[config.mk]
export PLATFORM = sky130hd
export DESIGN_NAME = placement_reader_flat
export DESIGN_NICKNAME = d
export VERILOG_FILES = /design/src/rtl/placement_reader_if.sv /design/src/rtl/placement_reader.sv /design/src/flat_wrapper.sv
export SDC_FILE = /design/constraint.sdc
export NUM_CORES = 1
export LEC_CHECK = 0
export ABC_CLOCK_PERIOD_IN_PS = 10500
export CAP_MARGIN = 40
export CORE_MARGIN = 8
export CORE_UTILIZATION = 50
export DETAILED_ROUTE_END_ITERATION = 7
export GPL_TIMING_DRIVEN = 0
export PLACE_DENSITY_LB_ADDON = 0.12
export SETUP_SLACK_MARGIN = 0.15
export SYNTH_ARGS = -nofsm -noshare
export SYNTH_HDL_FRONTEND = slang
export SYNTH_SLANG_ARGS = --single-unit
[constraint.sdc]
create_clock -name clk -period 10.5 [get_ports clk]
set_input_delay 2.1 -clock clk [delete_from_list [all_inputs] [get_ports clk]]
set_output_delay 2.1 -clock clk [all_outputs]
set_load 0.01 [all_outputs]
[src/rtl/placement_reader_if.sv]
// Read ports onto the shared grid / pos_X / pos_Y RAMs plus the outgoing record stream.
interface placement_reader_if;
   logic               grid_rd;
   logic signed [31:0] grid_addr;
   logic signed [31:0] grid_dout;
   logic               pos_rd;
   logic signed [31:0] pos_addr;
   logic signed [31:0] pos_x_dout;
   logic signed [31:0] pos_y_dout;
   logic               o_valid;
   logic               o_ready;
   logic signed [31:0] o_node;
   logic        [31:0] o_x;
   logic        [31:0] o_y;
   logic               o_match;

   modport master (
      output grid_rd, grid_addr, pos_rd, pos_addr,
      output o_valid, o_node, o_x, o_y, o_match,
      input  grid_dout, pos_x_dout, pos_y_dout, o_ready
   );

   modport slave (
      input  grid_rd, grid_addr, pos_rd, pos_addr,
      input  o_valid, o_node, o_x, o_y, o_match,
      output grid_dout, pos_x_dout, pos_y_dout, o_ready
   );
endinterface

[src/rtl/placement_reader.sv]
// Scans a finished placement grid, checks each node's pos_X/pos_Y against its cell
// and streams one record per placed node.
//
// state  | meaning
// IDLE   | waiting for start
// G_RD   | grid read strobe for cell c
// G_WAIT | grid read latency
// G_CHK  | classify grid word: empty, bad id, or node
// P_RD   | pos_X/pos_Y read strobe for node
// P_WAIT | pos read latency
// P_CHK  | compare positions against the scan coordinates
// EMIT   | record offered until transfer
// NEXT   | advance cell or finish
module placement_reader #(
   parameter int N      = 7,
   parameter int V      = 11,
   parameter int EMPTY  = -1,
   parameter int RD_LAT = 2
) (
   input  logic                clk,
   input  logic                reset,
   input  logic                start,
   output logic                busy,
   output logic                done,
   output logic [31:0]         n_placed,
   output logic [31:0]         n_errors,
   placement_reader_if.master  bus
);

   typedef enum logic [3:0] {
      IDLE, G_RD, G_WAIT, G_CHK, P_RD, P_WAIT, P_CHK, EMIT, NEXT
   } state_t;

   localparam logic        [31:0] LAST      = 32'(N * N - 1);
   localparam logic        [31:0] Y_MAX     = 32'(N - 1);
   localparam logic signed [31:0] EMPTY_S   = 32'(EMPTY);
   localparam logic signed [31:0] V_S       = 32'(V);
   localparam logic        [7:0]  WAIT_LOAD = 8'(RD_LAT - 2);

   state_t      state, state_nxt;
   logic [31:0] c, x, y;
   logic [7:0]  wait_cnt;
   logic        empty_cell, bad_id, pos_match;

   assign empty_cell = (bus.grid_dout == EMPTY_S);
   assign bad_id     = (bus.grid_dout < 0) || (bus.grid_dout >= V_S);
   assign pos_match  = (bus.pos_x_dout == $signed(x)) && (bus.pos_y_dout == $signed(y));

   always_ff @(posedge clk or posedge reset) begin
      if (reset) state <= IDLE;
      else       state <= state_nxt;
   end

   always_comb begin
      state_nxt = state;
      case (state)
         IDLE:    if (start && !done) state_nxt = G_RD;
         G_RD:    state_nxt = G_WAIT;
         G_WAIT:  if (wait_cnt == 8'd0) state_nxt = G_CHK;
         G_CHK:   state_nxt = (empty_cell || bad_id) ? NEXT : P_RD;
         P_RD:    state_nxt = P_WAIT;
         P_WAIT:  if (wait_cnt == 8'd0) state_nxt = P_CHK;
         P_CHK:   state_nxt = EMIT;
         EMIT:    if (bus.o_ready) state_nxt = NEXT;
         NEXT:    state_nxt = (c == LAST) ? IDLE : G_RD;
         default: state_nxt = IDLE;
      endcase
   end

   always_comb begin
      bus.grid_rd = (state == G_RD);
      bus.pos_rd  = (state == P_RD);
      bus.o_valid = (state == EMIT);
   end

   // Addresses are loaded only when an access begins so they hold between accesses.
   always_ff @(posedge clk or posedge reset) begin
      if (reset) begin
         busy          <= 1'b0;
         done          <= 1'b0;
         n_placed      <= '0;
         n_errors      <= '0;
         c             <= '0;
         x             <= '0;
         y             <= '0;
         wait_cnt      <= '0;
         bus.grid_addr <= '0;
         bus.pos_addr  <= '0;
         bus.o_node    <= '0;
         bus.o_x       <= '0;
         bus.o_y       <= '0;
         bus.o_match   <= 1'b0;
      end else begin
         done <= 1'b0;
         case (state)
            IDLE: begin
               if (start && !done) begin
                  busy          <= 1'b1;
                  n_placed      <= '0;
                  n_errors      <= '0;
                  c             <= '0;
                  x             <= '0;
                  y             <= '0;
                  bus.grid_addr <= '0;
               end
            end
            G_RD, P_RD: wait_cnt <= WAIT_LOAD;
            G_WAIT, P_WAIT: begin
               if (wait_cnt != 8'd0) wait_cnt <= wait_cnt - 8'd1;
            end
            G_CHK: begin
               if (!empty_cell) begin
                  if (bad_id) begin
                     n_errors <= n_errors + 32'd1;
                  end else begin
                     bus.o_node   <= bus.grid_dout;
                     bus.pos_addr <= bus.grid_dout;
                  end
               end
            end
            P_CHK: begin
               bus.o_x     <= x;
               bus.o_y     <= y;
               bus.o_match <= pos_match;
               if (!pos_match) n_errors <= n_errors + 32'd1;
            end
            EMIT: begin
               if (bus.o_ready) n_placed <= n_placed + 32'd1;
            end
            NEXT: begin
               if (c == LAST) begin
                  done <= 1'b1;
                  busy <= 1'b0;
               end else begin
                  c             <= c + 32'd1;
                  bus.grid_addr <= $signed(c + 32'd1);
                  if (y == Y_MAX) begin
                     y <= '0;
                     x <= x + 32'd1;
                  end else begin
                     y <= y + 32'd1;
                  end
               end
            end
            default: ;
         endcase
      end
   end

endmodule

[src/flat_wrapper.sv]
// flat-port wrapper written by rule: the top's interface ports become plain ports
module placement_reader_flat 
#(
   parameter int N      = 7,
   parameter int V      = 11,
   parameter int EMPTY  = -1,
   parameter int RD_LAT = 2
)
  (clk, reset, start, busy, done, n_placed, n_errors, bus_grid_rd, bus_grid_addr, bus_pos_rd, bus_pos_addr, bus_o_valid, bus_o_node, bus_o_x, bus_o_y, bus_o_match, bus_grid_dout, bus_pos_x_dout, bus_pos_y_dout, bus_o_ready);
  placement_reader_if bus_i ();
  input  logic clk;
  input  logic reset;
  input  logic start;
  output logic busy;
  output logic done;
  output logic [31:0] n_placed;
  output logic [31:0] n_errors;
  output wire logic [$bits(bus_i.grid_rd)-1:0] bus_grid_rd;
  output wire logic [$bits(bus_i.grid_addr)-1:0] bus_grid_addr;
  output wire logic [$bits(bus_i.pos_rd)-1:0] bus_pos_rd;
  output wire logic [$bits(bus_i.pos_addr)-1:0] bus_pos_addr;
  output wire logic [$bits(bus_i.o_valid)-1:0] bus_o_valid;
  output wire logic [$bits(bus_i.o_node)-1:0] bus_o_node;
  output wire logic [$bits(bus_i.o_x)-1:0] bus_o_x;
  output wire logic [$bits(bus_i.o_y)-1:0] bus_o_y;
  output wire logic [$bits(bus_i.o_match)-1:0] bus_o_match;
  input wire logic [$bits(bus_i.grid_dout)-1:0] bus_grid_dout;
  input wire logic [$bits(bus_i.pos_x_dout)-1:0] bus_pos_x_dout;
  input wire logic [$bits(bus_i.pos_y_dout)-1:0] bus_pos_y_dout;
  input wire logic [$bits(bus_i.o_ready)-1:0] bus_o_ready;
  assign bus_grid_rd = bus_i.grid_rd;
  assign bus_grid_addr = bus_i.grid_addr;
  assign bus_pos_rd = bus_i.pos_rd;
  assign bus_pos_addr = bus_i.pos_addr;
  assign bus_o_valid = bus_i.o_valid;
  assign bus_o_node = bus_i.o_node;
  assign bus_o_x = bus_i.o_x;
  assign bus_o_y = bus_i.o_y;
  assign bus_o_match = bus_i.o_match;
  assign bus_i.grid_dout = bus_grid_dout;
  assign bus_i.pos_x_dout = bus_pos_x_dout;
  assign bus_i.pos_y_dout = bus_pos_y_dout;
  assign bus_i.o_ready = bus_o_ready;
  placement_reader #(.N(N), .V(V), .EMPTY(EMPTY), .RD_LAT(RD_LAT)) u_core (.clk(clk), .reset(reset), .start(start), .busy(busy), .done(done), .n_placed(n_placed), .n_errors(n_errors), .bus(bus_i));
endmodule
==> out/qor.yml, run 1 <==
run_status:
  status: "finished clean"
die:
  die_h_um: 181.0
  rows: 60
synth:
  synth_chip_area_mm2: 0.01362
  mux_area_frac: 0.05780
  synth_seq_share: 0.4980
  simple_gate_area_frac: 0.2159
  aoi_share: 0.06046
  synth_top_cell_by_count: "dfrtp_1"
global_routing:
  gr-usage-met3: 0.05517
  grt_pass1_wl_um: 65370
  grt_busiest_layer: "met2"
critical_path:
  startpoint: "u_core.state[3]"
  crit_family: "buffers and inverters"
  path_depth: 6
  reg2reg_depth: 11
  rrSetupSlack_ns: 7.35
  required_ns: 8.40
  cp-start-kind: "register"
  crit_top_cell: "clkbuf_1"
sta:
  fmax_mhz: 211.9
  maxSlewHeadroom: 0.5039
  rsz0062_at_grt: "no"
  hold_viol: 0
  setup_ws_ns: 5.780
  finalSetupViolCount: 0
  min_period_ns: 4.720
  maxSlewViolCount: 0
drt:
  firstDrtPassIters: 5
  met2WireLength_um: 20110
  wire_per_inst_um: 19.88
placement:
  dp_hpwl_um: 31110
hold_path:
  hp-class: "register to register"
clock_tree:
  clk_latency_ns: 0.55
  cts_setup_buffers: 0
  cts_tree: "done"
finish:
  final_core_util: 0.6839
  fin_nets: 1815
  antenna_cells: 1
  nFillCells: 2076
  buf_share: 0.2118
  final_cell_mix: "clkdlybuf4s50_1 (329), dfrtp_1 (271), nor2_1 (145)"
run:
  cap_viol_max_count: 0
  tool_warnings: 32
pwr:
  peakVddDrop_uv: 102.2
Fig. 1: run 1, cells by drive strength
The bar under the picture is 50 um long.
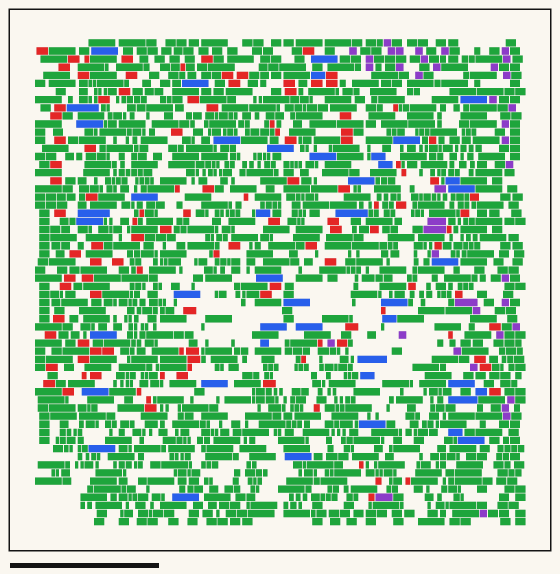
colour	size	cells
purple	drive 3 to 4	40
red	drive 2	116
blue	drive 6 and up	44
green	drive 1 or less	1527
bufs w/o clock: 426
area delta synth->final: 34.98%

Fig. 2: run 1, the metal 1 layer
The bar under the picture is 50 um long. Supply wires on this layer in grey.
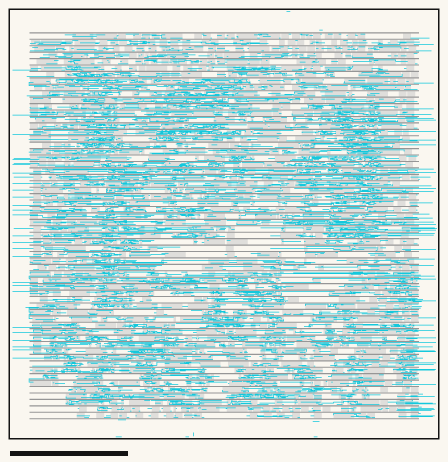
main direction	horizontal
nets with wire on the layer	1639
longest straight run	59.8 um
share of all routed wire	40%
met1 Usage GRT: 0.3137
Routed WL: 41120 um

Fig. 3: run 1, placement by cell class
The bar under the picture is 50 um long.
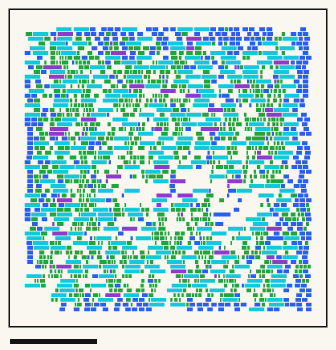
colour	class	cells	share of their area
green	all other logic	978	35%
cyan	flip-flops	271	38%
purple	clock drivers and dummy loads	52	5.3%
blue	other buffers and delay cells	426	22%
design area: 0.01838 mm^2
Core Region: 0.02688 mm^2

Fig. 4: run 1, congestion heat map
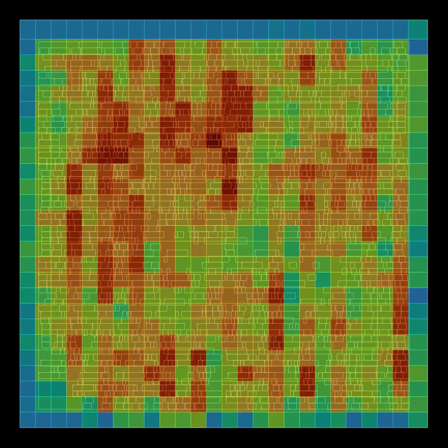

--- run 2 (diff from run 1) ---
--- a/config.mk
+++ b/config.mk
@@ -5,7 +5,7 @@
 export SDC_FILE = /design/constraint.sdc
 export NUM_CORES = 1
 export LEC_CHECK = 0
-export ABC_CLOCK_PERIOD_IN_PS = 10500
+export ABC_CLOCK_PERIOD_IN_PS = 4400
 export CAP_MARGIN = 40
 export CORE_MARGIN = 8
 export CORE_UTILIZATION = 50
==> constraint.sdc (replaced) <==
create_clock -name clk -period 4.4 [get_ports clk]
set_input_delay 0.88 -clock clk [delete_from_list [all_inputs] [get_ports clk]]
set_output_delay 0.88 -clock clk [all_outputs]
set_load 0.01 [all_outputs]
Fig. 5: run 2, congestion heat map
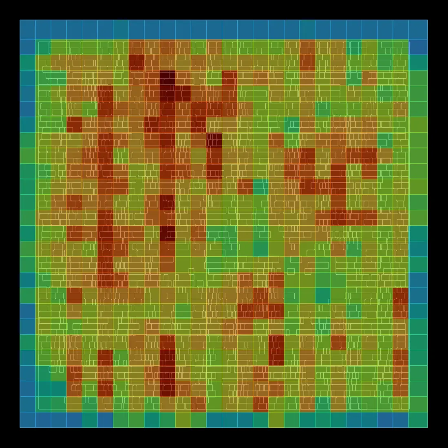
WL/cell: 19.87 um
met1 Usage GRT: 0.3107
Layout Utilization: 0.6887
GR Layer Usage met2: 0.4181

Fig. 6: run 2, placement by cell class
The bar under the picture is 50 um long.
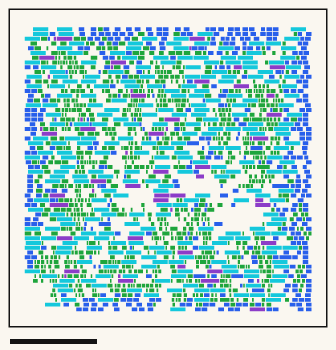
colour	class	cells	share of their area
blue	other buffers and delay cells	432	22%
cyan	flip-flops	271	38%
purple	clock drivers and dummy loads	53	5.4%
green	all other logic	978	35%
design area: 0.01851 mm^2
flop share of the area: 0.3664

==> run 2 against run 1 <==
Compared with the run above:
- combinational power increased by 140%
- utilization is 0.48 points higher
- sequential share of layout area decreased by 0.26 points
- non-clock buffer count increased by 6
- total power up 140%
- via count is 0.10% lower
- hold slack got worse by 0.0015 ns
- register-to-register slack got worse by 5.9 ns
- sequential power is 140% higher
- count of clock-buffer cells in the layout rose by 2
- critical path depth stayed put
- largest cell class unchanged
==> out/qor.yml, run 2 <==
sta:
  setup_ws_ns: 0.8942
  hold_viol: 0
  fmax_mhz: 285.2
  rsz0062_at_grt: "no"
  maxSlewHeadroom: 0.5107
  finalSetupViolCount: 0
global_routing:
  grt_busiest_layer: "met2"
synth:
  synth_seq_share: 0.4980
  synth_chip_area_mm2: 0.01362
  mux_area_frac: 0.05780
  aoi_share: 0.06046
  simple_gate_area_frac: 0.2159
die:
  core-area_mm2: 0.02688
  die_h_um: 181.0
  rows: 60
critical_path:
  path_depth: 6
  rrSetupSlack_ns: 1.41
  reg2reg_depth: 10
  crit_family: "buffers and inverters"
run:
  cap_viol_max_count: 0
  tool_warnings: 30
clock_tree:
  cts_tree: "done"
finish:
  buf_share: 0.2164
  n_all_buffers: 432
  final_cell_mix: "clkdlybuf4s50_1 (329), dfrtp_1 (271), nor2_1 (145)"
  antenna_cells: 0
  nFillCells: 2108
drt:
  firstDrtPassIters: 5
  met2WireLength_um: 19870
pwr:
  peakVddDrop_uv: 265.1
run_status:
  status: "finished clean"
Fig. 7: run 2, the metal 1 layer
The bar under the picture is 50 um long. Supply wires on this layer in grey.
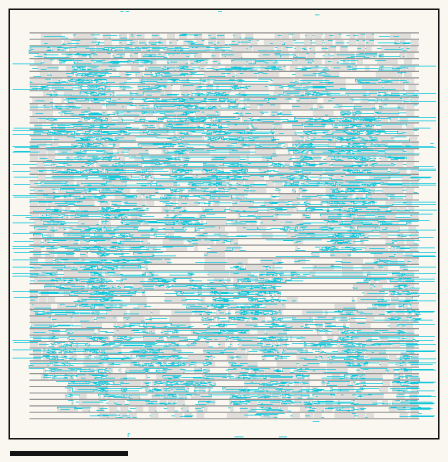
nets with wire on the layer	1640
share of all routed wire	41%
Routed WL: 41230 um
Vias: 11.54k

Fig. 8: run 2, cells by drive strength
The bar under the picture is 50 um long.
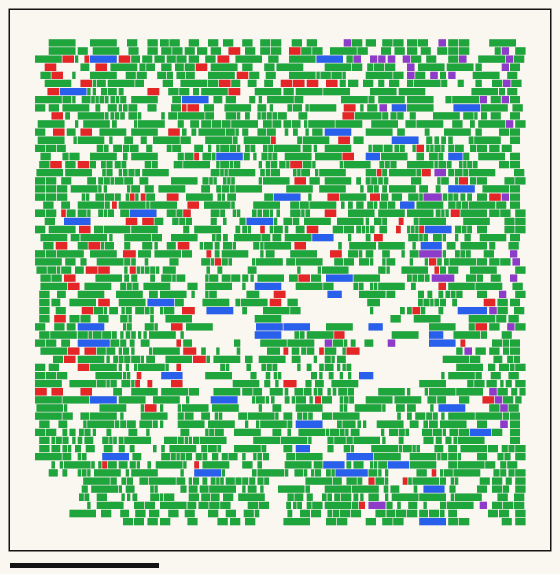

--- run 3 (diff from run 2) ---
--- a/config.mk
+++ b/config.mk
@@ -5,7 +5,7 @@
 export SDC_FILE = /design/constraint.sdc
 export NUM_CORES = 1
 export LEC_CHECK = 0
-export ABC_CLOCK_PERIOD_IN_PS = 4400
+export ABC_CLOCK_PERIOD_IN_PS = 3500
 export CAP_MARGIN = 40
 export CORE_MARGIN = 8
 export CORE_UTILIZATION = 50
==> constraint.sdc (replaced) <==
create_clock -name clk -period 3.5 [get_ports clk]
set_input_delay 0.7 -clock clk [delete_from_list [all_inputs] [get_ports clk]]
set_output_delay 0.7 -clock clk [all_outputs]
set_load 0.01 [all_outputs]
Fig. 9: run 3, cells by drive strength
The bar under the picture is 50 um long.
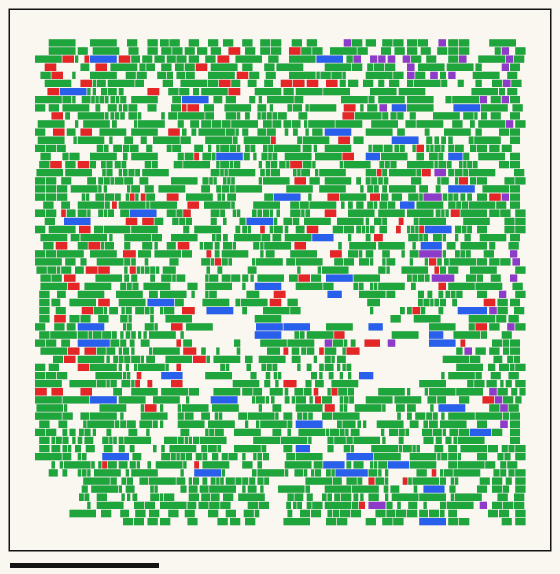
colour	size	cells
red	drive 2	122
purple	drive 3 to 4	40
green	drive 1 or less	1522
blue	drive 6 and up	50
design area: 0.01853 mm^2
setup ws final: 0.3232 ns
area delta synth->final: 36.05%
bufs w/o clock: 432

Fig. 10: run 3, gate families picked out
The bar under the picture is 50 um long.
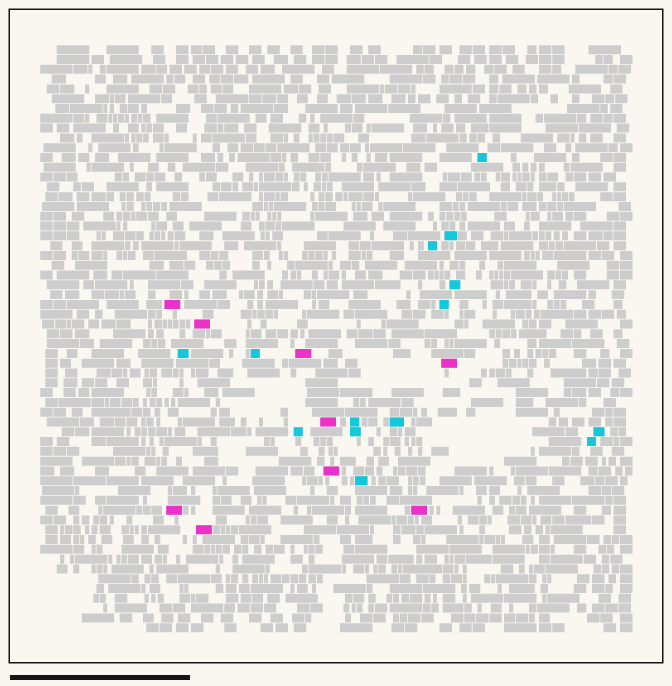
colour	family	cells
cyan	AND-OR and OR-AND gates	14
magenta	adder and majority cells	9
Top cell excl fill/tap: clkdlybuf4s50_1
Post-Layout Cell Count: 2075
fraction of area in multi-input gates: 0.3341

==> run 3 against run 2 <==
Compared with the run above:
- combinational power increased by 27%
- global-route usage stayed put
- utilization rose by 0.056 points
- sequential share of layout area hardly changed
- worst setup slack lost 0.57 ns
- via count about the same
- critical path depth is the same
- total power rose by 26%
- non-clock buffer count stayed put
- flip-flop count stayed put
- largest power group unchanged
==> out/qor.yml, run 3 <==
drt:
  met2WireLength_um: 19780
  wire_per_inst_um: 19.90
placement:
  dp_hpwl_um: 31800
global_routing:
  use_met1: 0.3107
  grt.met2_usage: 0.4181
  grt_pass1_wl_um: 65450
pwr:
  peakVddDrop_uv: 335.0
synth:
  synth_top_cell_by_count: "dfrtp_1"
  mux_area_frac: 0.05780
  synth_seq_share: 0.4980
sta:
  maxSlewViolCount: 0
die:
  die_h_um: 181.0
  rows: 60
  core-area_mm2: 0.02688
critical_path:
  rrSetupSlack_ns: 0.47
  cp-start-kind: "register"
  path_depth: 6
  reg2reg_depth: 10
finish:
  buf_share: 0.2163
  final_cell_mix: "clkdlybuf4s50_1 (329), dfrtp_1 (271), nor2_1 (144)"
run_status:
  status: "finished clean"
run:
  tool_warnings: 30
clock_tree:
  cts_tree: "done"
  clk_latency_ns: 0.56
Fig. 11: run 3, the metal 1 layer
The bar under the picture is 50 um long. Supply wires on this layer in grey.
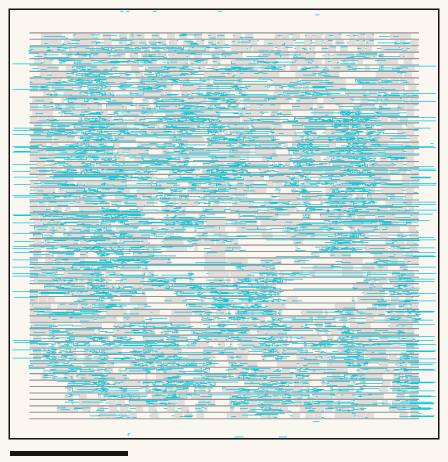
longest straight run	85.6 um
wire length on this layer	17200 um
main direction	horizontal
share of all routed wire	42%
Routed WL: 41290 um
Vias: 11.55k

No activity file was given, so power comes from the tool's default toggle rates.
